$ cat src/rtl/cpu_trace_pkg.sv
// rtl/cpu_trace_pkg.sv - shared constants for the cpu_trace post-mortem trace buffer
//
// Holds the FSM state encoding and the bit layout of one trace entry.
// Entry layout (MSB..LSB): {stamp[STAMP_W], kill, push, pc_4a[32], st__to_push_5a[35]}.
// Everything below the stamp is fixed at 69 bits; the stamp width is a top-level parameter.

package cpu_trace_pkg;

  localparam logic [1:0] ST_IDLE  = 2'd0;
  localparam logic [1:0] ST_ARMED = 2'd1;
  localparam logic [1:0] ST_TRIG  = 2'd2;
  localparam logic [1:0] ST_DUMP  = 2'd3;

  localparam int DATA_LSB      = 0;
  localparam int DATA_W        = 35;
  localparam int PC_LSB        = DATA_LSB + DATA_W;
  localparam int PC_W          = 32;
  localparam int PUSH_BIT      = PC_LSB + PC_W;
  localparam int KILL_BIT      = PUSH_BIT + 1;
  localparam int STAMP_LSB     = KILL_BIT + 1;
  localparam int ENTRY_FIXED_W = STAMP_LSB;

  function automatic int entry_w(input int stamp_w);
    return stamp_w + ENTRY_FIXED_W;
  endfunction

endpackage

$ cat src/rtl/cpu_trace_mem.sv
// rtl/cpu_trace_mem.sv - DEPTH x W trace storage, one sync write port, one comb read port
//
// Ports:
//   clk    in  clock
//   we     in  write enable
//   waddr  in  write address
//   wdata  in  write data
//   raddr  in  read address
//   rdata  out combinational read data
// Storage is deliberately not reset: the owning FSM tracks which entries are valid.

module cpu_trace_mem #(
  parameter int ADDR_W = 4,
  parameter int W      = 85
) (
  input  logic              clk,
  input  logic              we,
  input  logic [ADDR_W-1:0] waddr,
  input  logic [W-1:0]      wdata,
  input  logic [ADDR_W-1:0] raddr,
  output logic [W-1:0]      rdata
);

  logic [W-1:0] mem [0:(1<<ADDR_W)-1];

  always_ff @(posedge clk) begin
    if (we) begin
      mem[waddr] <= wdata;
    end
  end

  assign rdata = mem[raddr];

endmodule

$ cat src/rtl/cpu_trace.sv
// rtl/cpu_trace.sv - trigger-frozen circular trace of branch-resolve / stack-push events
//
// Ports:
//   clk, rst_b                      clock, synchronous active-high reset
//   kill_4a, pc_4a                  stage-4 branch/kill tap
//   st__push_5a, st__to_push_5a     stage-5 stack push tap
//   arm                             pulse: clear buffer and start capture
//   trig_en, trig_pc                PC-match trigger on a kill
//   rd_ready / rd_valid / rd_data   oldest-first drain port
//   state, count, wrapped           status

module cpu_trace
  import cpu_trace_pkg::*;
#(
  parameter int DEPTH_LOG2 = 4,
  parameter int POST       = 4,
  parameter int STAMP_W    = 16
) (
  input  logic                    clk,
  input  logic                    rst_b,
  input  logic                    kill_4a,
  input  logic [31:0]             pc_4a,
  input  logic                    st__push_5a,
  input  logic [34:0]             st__to_push_5a,
  input  logic                    arm,
  input  logic                    trig_en,
  input  logic [31:0]             trig_pc,
  input  logic                    rd_ready,
  output logic                    rd_valid,
  output logic [STAMP_W+68:0]     rd_data,
  output logic [1:0]              state,
  output logic [DEPTH_LOG2:0]     count,
  output logic                    wrapped
);

  localparam int ENTRY_W = entry_w(STAMP_W);
  localparam int DEPTH   = 1 << DEPTH_LOG2;
  localparam logic [DEPTH_LOG2:0]   CNT_FULL = (DEPTH_LOG2+1)'(DEPTH);
  localparam logic [DEPTH_LOG2:0]   CNT_ONE  = (DEPTH_LOG2+1)'(1);
  localparam logic [DEPTH_LOG2-1:0] POST_V   = DEPTH_LOG2'(POST);
  localparam logic [DEPTH_LOG2-1:0] PTR_ONE  = DEPTH_LOG2'(1);

  logic [1:0]            state_q;
  logic [DEPTH_LOG2-1:0] wr_ptr;
  logic [DEPTH_LOG2-1:0] rd_ptr;
  logic [DEPTH_LOG2:0]   count_q;
  logic [DEPTH_LOG2-1:0] post_cnt;
  logic [STAMP_W-1:0]    stamp;
  logic                  wrapped_q;
  logic                  rd_valid_q;
  logic [ENTRY_W-1:0]    rd_data_q;

  logic                  evt;
  logic                  capturing;
  logic                  we;
  logic                  hit;
  logic [ENTRY_W-1:0]    wdata;
  logic [DEPTH_LOG2-1:0] start_ptr;
  logic [DEPTH_LOG2-1:0] raddr;
  logic [ENTRY_W-1:0]    rdata;

  assign evt       = kill_4a | st__push_5a;
  // An arm pulse restarts the buffer, so the event in that cycle is dropped.
  assign capturing = ((state_q == ST_ARMED) || (state_q == ST_TRIG)) && !arm;
  assign we        = capturing && evt;
  assign hit       = trig_en && kill_4a && (pc_4a == trig_pc);
  assign wdata     = {stamp, kill_4a, st__push_5a, pc_4a, st__to_push_5a};

  // Once wrapped, the slot about to be written next is the oldest survivor.
  assign start_ptr = wrapped_q ? wr_ptr : '0;
  // First DUMP cycle (rd_valid still low) fetches the oldest entry; afterwards rd_ptr
  // always points at the entry to present after the current one is accepted.
  assign raddr     = rd_valid_q ? rd_ptr : start_ptr;

  cpu_trace_mem #(
    .ADDR_W (DEPTH_LOG2),
    .W      (ENTRY_W)
  ) u_mem (
    .clk   (clk),
    .we    (we),
    .waddr (wr_ptr),
    .wdata (wdata),
    .raddr (raddr),
    .rdata (rdata)
  );

  always_ff @(posedge clk) begin
    if (rst_b) begin
      state_q    <= ST_IDLE;
      wr_ptr     <= '0;
      rd_ptr     <= '0;
      count_q    <= '0;
      post_cnt   <= '0;
      stamp      <= '0;
      wrapped_q  <= 1'b0;
      rd_valid_q <= 1'b0;
      rd_data_q  <= '0;
    end else begin
      stamp <= stamp + 1'b1;

      if (we) begin
        wr_ptr <= wr_ptr + PTR_ONE;
        if (count_q == CNT_FULL) begin
          wrapped_q <= 1'b1;
        end else begin
          count_q <= count_q + CNT_ONE;
        end
      end

      case (state_q)
        ST_IDLE, ST_ARMED, ST_TRIG: begin
          if (arm) begin
            state_q   <= ST_ARMED;
            wr_ptr    <= '0;
            count_q   <= '0;
            wrapped_q <= 1'b0;
          end else if ((state_q == ST_ARMED) && we && hit) begin
            post_cnt <= POST_V;
            state_q  <= (POST > 0) ? ST_TRIG : ST_DUMP;
          end else if ((state_q == ST_TRIG) && we) begin
            // Later trigger matches in TRIG are just ordinary events here.
            post_cnt <= post_cnt - PTR_ONE;
            if (post_cnt == PTR_ONE) begin
              state_q <= ST_DUMP;
            end
          end
        end
        default: begin
          if (!rd_valid_q) begin
            rd_data_q  <= rdata;
            rd_valid_q <= 1'b1;
            rd_ptr     <= start_ptr + PTR_ONE;
          end else if (rd_ready) begin
            if (count_q == CNT_ONE) begin
              rd_valid_q <= 1'b0;
              count_q    <= '0;
              state_q    <= ST_IDLE;
            end else begin
              count_q   <= count_q - CNT_ONE;
              rd_data_q <= rdata;
              rd_ptr    <= rd_ptr + PTR_ONE;
            end
          end
        end
      endcase
    end
  end

  assign state    = state_q;
  assign count    = count_q;
  assign wrapped  = wrapped_q;
  assign rd_valid = rd_valid_q;
  assign rd_data  = rd_data_q;

endmodule

$ cat config.mk
export PLATFORM = sky130hd
export DESIGN_NAME = cpu_trace
export DESIGN_NICKNAME = d
export VERILOG_FILES = /design/src/rtl/cpu_trace_pkg.sv /design/src/rtl/cpu_trace_mem.sv /design/src/rtl/cpu_trace.sv
export SDC_FILE = /design/constraint.sdc
export NUM_CORES = 2
export LEC_CHECK = 0
export ABC_CLOCK_PERIOD_IN_PS = 30700
export CAP_MARGIN = 0
export CORE_MARGIN = 1.5
export CORE_UTILIZATION = 35
export DETAILED_ROUTE_END_ITERATION = 7
export PLACE_DENSITY = 0.59
export SLEW_MARGIN = 20
export SYNTH_ARGS = -nofsm -noshare
export SYNTH_HDL_FRONTEND = slang
export SYNTH_SLANG_ARGS = --single-unit
$ cat constraint.sdc
create_clock -name clk -period 30.7 [get_ports clk]
set_input_delay 6.14 -clock clk [delete_from_list [all_inputs] [get_ports clk]]
set_output_delay 6.14 -clock clk [all_outputs]
set_load 0.01 [all_outputs]
**Cell classes on the final placement**

Drawn at 1 px/um. Fill, decap, tap and diode cells in gray.
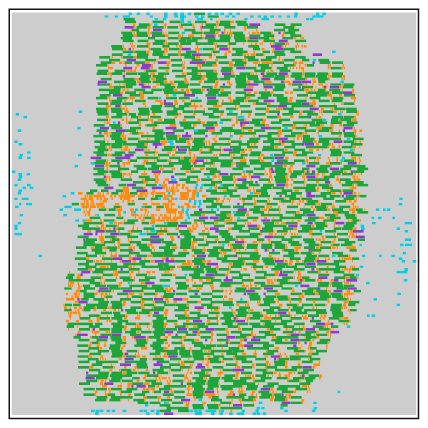
[registers] green | cells: 1482 | share of their area: 68%
[remaining buffers and delay cells] cyan | cells: 272 | share of their area: 4.1%
[clock drivers and dummy loads] purple | cells: 268 | share of their area: 7.4%
[remaining logic cells] orange | cells: 2422 | share of their area: 20%

**Routed clock nets over the placement**

Drawn at 1.5 px/um.
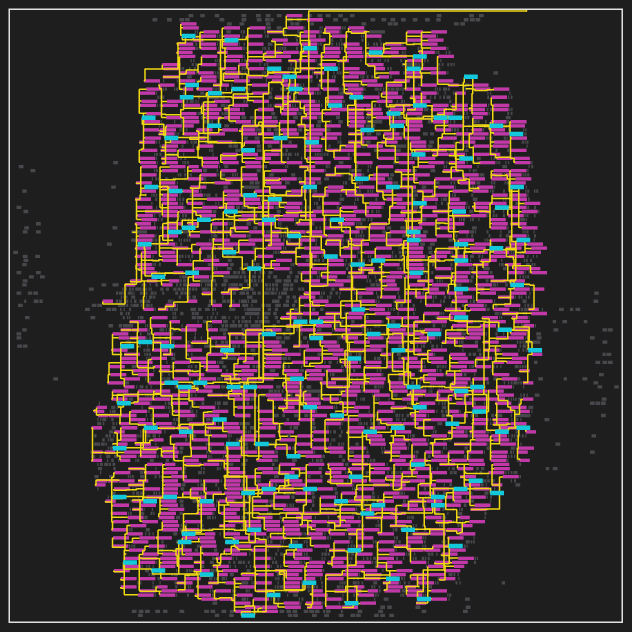
[clock wires] yellow | length: 16700 um
[clock-net drivers] cyan | count: 146
[flip-flops] magenta | count: 1482
routed clock nets: 147

**Local utilization**

The die is cut into 20 by 20 equal tiles; black is low, pale yellow is high, 0 to 100% covered.
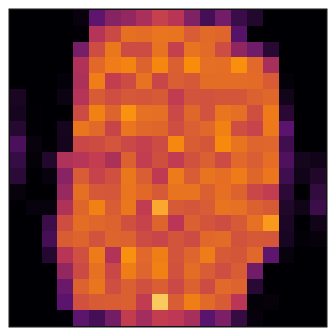
nearly empty tiles: 26%
emptiest ninth of the die: top left
mean over tiles: 38%
fullest tile: 89%
tiles over 75% full: 1.5%

**Layout detail**

Window x 191 to 216, y 191 to 216 um. Cells in gray, sequential cells in the stronger gray; small squares are vias.
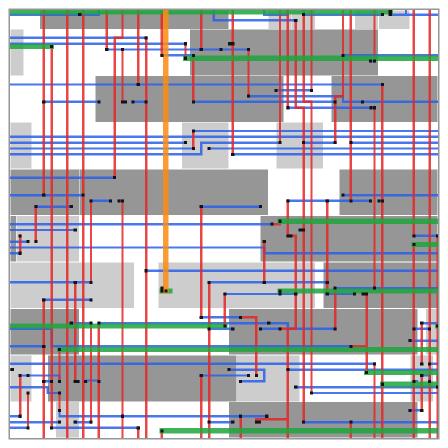
[M2] red
[M3] green
[M1] blue
[M4] orange
netlist names of flops here include: u_mem.mem (10)
sequential cells in the window: 10
cells with their middle in the window: 20
most frequent: edfxtp_1 (10)

[cells by family after synthesis]
group,Yosys count,share of synthesized area
AND/OR/NAND/NOR,1727,0.130
flip-flops,1482,0.755
AND-OR/OR-AND,490,0.0586
buffers and inverters,276,0.0230
multiplexers,122,0.0213
XOR/XNOR,56,0.00856
adder cells (fa/ha/maj),14,0.00306
[worst register-to-register path, stage by stage (launching register included)]
cell	delay [ns]
dfxtp_1	0.34
buf_4	0.33
nand3b_1	0.17
and2_4	0.45
buf_4	0.73
buf_12	0.66
buf_4	1.06
nand2_1	0.23
a31oi_1	0.20
nand4_1	0.29
nand3_1	0.17
[final cells by class]
cell class                 instances  area share
sequential                      1482       0.654
inverter                          13     0.00110
timing repair buffer             272      0.0390
antenna                            1   0.0000378
multi-input combinational       2409       0.194
clock buffer                     197      0.0599
clock inverter                    71      0.0109
tap                             2175      0.0411
[power by group through the flow]
| stage | sequential [mW] | combinational [mW] | clock [mW] |
|---|---|---|---|
| floorplan | 2.26 | 0.0283 | 0 |
| global placement | 2.26 | 0.0937 | 0 |
| detailed placement | 2.26 | 0.0950 | 0 |
| CTS | 2.22 | 0.0954 | 1.80 |
| global route | 2.22 | 0.102 | 1.87 |
| finish | 2.22 | 0.0947 | 1.77 |
[final timing paths]
kind / depth (start not counted) / end
max reg2reg: 10 / rd_data[6]
min reg2reg: 2 / rd_ptr[0]
max: 5 / u_mem.mem[11][52]
min: 2 / rd_ptr[0]
[registers in the layout (all words and copies together) (netlist names)]
signal     cells
post_cnt       4
wr_ptr         4
rd_valid       1
stamp         16
u_mem.mem   1360
rd_data       85
count          5
state          2
rd_ptr         4
wrapped        1
[through the flow]
step                      cell area (um2)  utilization
after global placement              61500        0.378
after global routing                66200        0.407
after detailed placement            61500        0.378
final                               66200        0.407
after CTS                           66200        0.407
after floorplan                     57300            -
==> flow_summary.yaml <==
# physical design summary
run_status:
  status: "finished, final reports clean"
sta:
  worstMarginPinSlew_ns: 1.16
  hold_violations: 0
  rsz0062_at_grt: "no"
  tns_ns: 0
  setup_viol: 0
  hold_ws_ns: 0.456
critical_path:
  critPathKind: "in -> reg"
  rrSetupSlack_ns: 26.00
  cp-end-kind: "flip-flop"
  crit_slowest_cell: "clkdlybuf4s50_1"
final_layout:
  drive_above_1_share: 0.0716
  area_growth_syn_to_layout_pct: 15.5
  final_cell_mix: "edfxtp_1, nand2_1, nand3_1"
route:
  wl_met3_mm: 10.0
  drt_iter0_drc: 3191
  drc: 0
synth:
  ys_types: 67
  top_area_frac: 0.712
  top_cell: "edfxtp_1"
  syn_nets: 4287
  numSynthFlops: 1482
floorplan:
  num_io_pins: 200
  fp_util: 0.352
placed_design:
  gp_congestion: 0.802
  place_ws_ns: 20.45
clock_network:
  cts_tree: "yes"
  cts_buffer_depth: 3
  cts_setup_buffers: 0
grt:
  overflow: 0
  grt_use_met1: 0.256
  met3_usage: 0.0330
hold_path:
  hp-start: "rd_ptr[0]"
pwr:
  power.density_mw_per_mm2: 61.6
  clkPwrFrac: 0.433
  peakVddDrop_mv: 0.0633
  combPwrFrac: 0.023
Power and IR drop assume default switching activity.
